===== config.mk =====
export PLATFORM = sky130hd
export DESIGN_NAME = imem_fetch_sequencer
export DESIGN_NICKNAME = d
export VERILOG_FILES = /design/src/rtl/imem_fetch_sequencer.sv
export SDC_FILE = /design/constraint.sdc
export NUM_CORES = 1
export LEC_CHECK = 0
export CORE_AREA = 4 4 113 115
export DETAILED_ROUTE_END_ITERATION = 7
export DIE_AREA = 0 0 117 119
export PLACE_DENSITY = 0.79
export RECOVER_POWER = 50
export SLEW_MARGIN = 20
export SYNTH_ARGS = -nofsm -noshare
export SYNTH_HDL_FRONTEND = slang
export SYNTH_SLANG_ARGS = --single-unit

===== constraint.sdc =====
create_clock -name clk -period 3.2 [get_ports clk]
set_input_delay 0.8 -clock clk [delete_from_list [all_inputs] [get_ports clk]]
set_output_delay 0.8 -clock clk [all_outputs]
set_load 0.02 [all_outputs]

===== src/rtl/imem_fetch_sequencer.sv =====
// Instruction-fetch sequencer: drives the async-read imem with the PC
// and hands fetched words to decode through a one-entry output register.
module imem_fetch_sequencer #(
  parameter int ADDR_W    = 32,
  parameter int DATA_W    = 32,
  parameter int MEM_DEPTH = 32,
  parameter int RESET_PC  = 0,
  parameter int CNT_W     = 16
) (
  input  logic              clk,
  input  logic              rst_n,
  input  logic              start,
  input  logic              stop,
  output logic [ADDR_W-1:0] imem_addr,
  input  logic [DATA_W-1:0] imem_rdata,
  input  logic              redirect_valid,
  input  logic [ADDR_W-1:0] redirect_pc,
  output logic              out_valid,
  input  logic              out_ready,
  output logic [DATA_W-1:0] out_instr,
  output logic [ADDR_W-1:0] out_pc,
  output logic              halted,
  output logic              fault,
  output logic [CNT_W-1:0]  fetch_count
);

  typedef enum logic [1:0] {
    S_IDLE,
    S_RUN,
    S_HALT
  } state_t;

  // One extra bit so the bound compares cleanly for any ADDR_W.
  localparam logic [ADDR_W:0]   DEPTH_X = (ADDR_W+1)'(MEM_DEPTH);
  localparam logic [ADDR_W-1:0] RST_PC  = ADDR_W'(RESET_PC);

  state_t              state_q;
  logic [ADDR_W-1:0]   pc_q;
  logic                out_valid_q;
  logic [DATA_W-1:0]   out_instr_q;
  logic [ADDR_W-1:0]   out_pc_q;
  logic                halted_q;
  logic                fault_q;
  logic [CNT_W-1:0]    cnt_q;

  logic advance;
  logic transfer;
  logic rd_ok;
  logic pc_ok;

  assign advance  = !out_valid_q || out_ready;
  assign transfer = out_valid_q && out_ready;
  assign rd_ok    = {1'b0, redirect_pc} < DEPTH_X;
  assign pc_ok    = {1'b0, pc_q} < DEPTH_X;

  always_ff @(posedge clk or negedge rst_n) begin
    if (!rst_n) begin
      state_q     <= S_IDLE;
      pc_q        <= RST_PC;
      out_valid_q <= 1'b0;
      out_instr_q <= '0;
      out_pc_q    <= '0;
      halted_q    <= 1'b0;
      fault_q     <= 1'b0;
      cnt_q       <= '0;
    end else begin
      unique case (state_q)
        S_IDLE: begin
          out_valid_q <= 1'b0;
          if (redirect_valid) begin
            if (rd_ok) pc_q <= redirect_pc;
          end else if (start) begin
            state_q <= S_RUN;
          end
        end
        S_RUN: begin
          if (redirect_valid) begin
            // Presented word is dropped; decode restarts at the target.
            out_valid_q <= 1'b0;
            if (rd_ok) begin
              pc_q <= redirect_pc;
            end else begin
              fault_q  <= 1'b1;
              halted_q <= 1'b1;
              state_q  <= S_HALT;
            end
          end else if (stop) begin
            if (transfer) out_valid_q <= 1'b0;
            halted_q <= 1'b1;
            state_q  <= S_HALT;
          end else if (!pc_ok && advance) begin
            if (transfer) out_valid_q <= 1'b0;
            halted_q <= 1'b1;
            state_q  <= S_HALT;
          end else if (advance) begin
            out_instr_q <= imem_rdata;
            out_pc_q    <= pc_q;
            out_valid_q <= 1'b1;
            pc_q        <= pc_q + 1'b1;
            cnt_q       <= cnt_q + 1'b1;
          end
        end
        S_HALT: begin
          if (transfer) out_valid_q <= 1'b0;
          if (redirect_valid) begin
            if (rd_ok) begin
              pc_q        <= redirect_pc;
              halted_q    <= 1'b0;
              fault_q     <= 1'b0;
              out_valid_q <= 1'b0;
              state_q     <= S_RUN;
            end else begin
              fault_q <= 1'b1;
            end
          end
        end
        default: begin
          state_q     <= S_IDLE;
          out_valid_q <= 1'b0;
        end
      endcase
    end
  end

  assign imem_addr   = pc_q;
  assign out_valid   = out_valid_q;
  assign out_instr   = out_instr_q;
  assign out_pc      = out_pc_q;
  assign halted      = halted_q;
  assign fault       = fault_q;
  assign fetch_count = cnt_q;

endmodule


### Cell outlines without signal wires

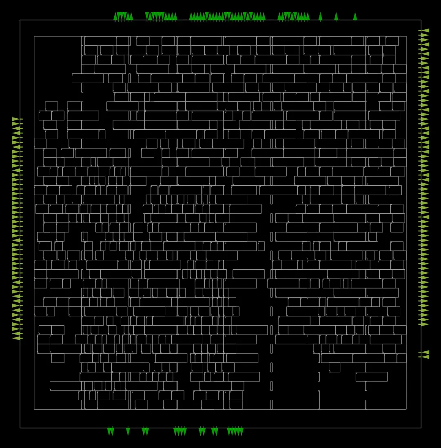
layout sequential cell count: 117
final instance count without filler cells: 831
post-layout util: 0.671
placeable core area: 0.0118 mm²

### Wire density map

The die is cut into 23 by 24 equal tiles; dark blue is low, red is high, scaled to the fullest tile. Values are wire area over tile area, all layers added.
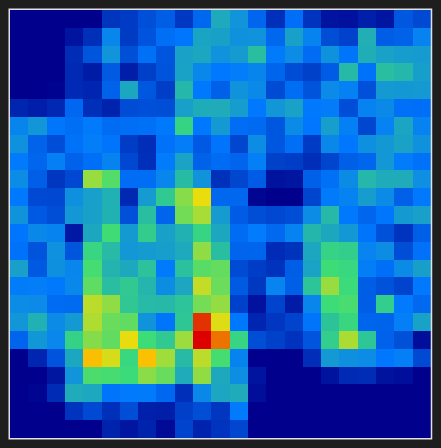
tiles over half the peak: 8.2%
fullest tile: 0.72
nearly empty tiles: 13%

==> impl_metrics.csv <==
group,metric,value,unit
status,result_of_the_run,"finished, violations left",
status,violations_in_the_final_reports,"max-capacitance violations, max-slew violations",
route,post-route-drc-count,0,
run,maxCapViolations,1,
grt,grt_pass1_vias,4824,
critical_path,startpoint_type,"input port",
sta,tns,0,ps
critical_path,reg2reg_depth,6,
logic_synthesis,syn_nets,551,
route,detail-route-antenna-nets,0,
sta,period_needed,2850,ps
logic_synthesis,yosysMostFrequentCell,"sky130_fd_sc_hd__dfrtp_1",
critical_path,crit_end,"out_instr[21]$_DFFE_PN0P_",
clock_network,clock.latency.late_pin,400,ps
critical_path,timing.critical_path.slowest_cell_delay,630,ps
layout,layout_top_cells,"sky130_fd_sc_hd__clkdlybuf4s50_1, sky130_fd_sc_hd__dfrtp_1, sky130_fd_sc_hd__dlygate4sd3_1",
layout,layout-drive-gt1-share,0.127,
power_and_ir_drop,power.ir.vdd_worst,0.411,mV
critical_path,critical_path.n_buffers_inverters,3,
sta,finClkSkew,9.41,ps
logic_synthesis,ys_sh_xor,0.0250,
floorplan,fp.dieH,119,µm
layout,final_cell_area,0.00792,mm²
sta,achievable-frequency,351,MHz
logic_synthesis,synthFlopType,"sky130_fd_sc_hd__dfrtp_1",
floorplan,tapCellCount,147,
route,via_count,4740,
logic_synthesis,fa_ha_area_frac,0.0143,
logic_synthesis,synth-seq-area-share,0.558,
logic_synthesis,synth.mux.area_fraction,0.0835,
sta,final_hold_viol_count,0,
logic_synthesis,post_synth_num_cell_types,44,
logic_synthesis,synthSimpleGateAreaFrac,0.188,
logic_synthesis,post_synth_ao_oa_area_fraction,0.110,
critical_path,regToRegEndpoint,"out_instr[21]$_DFFE_PN0P_",
power_and_ir_drop,power.sequential.fraction,0.369,
grt,track_usage,0.220,
layout,diodes,0,
sta,whs,381,ps
sta,slew_violations,29,
layout,layout.filler_cells,877,
power_and_ir_drop,power.switching,1.47,mW
power_and_ir_drop,share_comb_of_total_power,0.230,
clock_network,cts_buffers,17,
hold_path,min_path_type,"input port to async pin",
floorplan,chipArea,0.0139,mm²
layout,final_nets,747,
logic_synthesis,ys_top_cells_by_area,"sky130_fd_sc_hd__dfrtp_1, sky130_fd_sc_hd__mux2_2, sky130_fd_sc_hd__nor2b_1, sky130_fd_sc_hd__nand2_1, sky130_fd_sc_hd__o21ai_0",
power_and_ir_drop,top_power_group,"the clock network",
floorplan,floorplan.io_pins,185,
power_and_ir_drop,p_seq,1.78,mW
floorplan,die.size.x,117,µm
sta,worst_setup_slack_final,348,ps
placement,input_output_buffers,184,
grt,total_grt_overflow,0,
route,avgViaCountPerCell,5.70,
critical_path,cp_max_fo,49,
layout,layout_top_cell,"sky130_fd_sc_hd__clkdlybuf4s50_1",
layout,layout.nonclk_buf_frac,0.250,
route,drt_pass1_iterations,4,
power_and_ir_drop,p_comb,1.11,mW
critical_path,crit_chain,"clkdlybuf4s50_1, nor4_1, nand4_1, nor4_1, buf_12, buf_12, mux2_2",
logic_synthesis,syn_inst,475,
run,warnings,29,
power_and_ir_drop,power_density,608,mW/mm²
layout,biggest_area_class,"sequential cells",
placement,placed_cells,799,
layout,num-nonclk-buffers,200,
critical_path,cp_top_family,"simple AND/OR/NAND/NOR gates",
sta,max_slew_margin,-0.00256,
logic_synthesis,syn_area,0.00525,mm²
power_and_ir_drop,total_power,4.82,mW
==> layer usage <==
metal | part of all wire | track usage
met1 | 0.41 | 0.277
met2 | 0.49 | 0.368
met3 | 0.084 | 0.0630
met4 | 0.012 | 0.0595
met5 | 0 | 0
==> worst min-delay path by stage <==
| stage | start | end | slack [ps] |
|---|---|---|---|
| after floorplan | rst_n | fault$_DFFE_PN0P_ | 500 |
| after global placement | fetch_count[15]$_DFFE_PN0P_ | fetch_count[15]$_DFFE_PN0P_ | 460 |
| after detailed placement | fetch_count[15]$_DFFE_PN0P_ | fetch_count[15]$_DFFE_PN0P_ | 470 |
| after CTS | rst_n | fetch_count[15]$_DFFE_PN0P_ | 400 |
| after global routing | rst_n | fetch_count[14]$_DFFE_PN0P_ | 420 |
| final | rst_n | fetch_count[14]$_DFFE_PN0P_ | 380 |
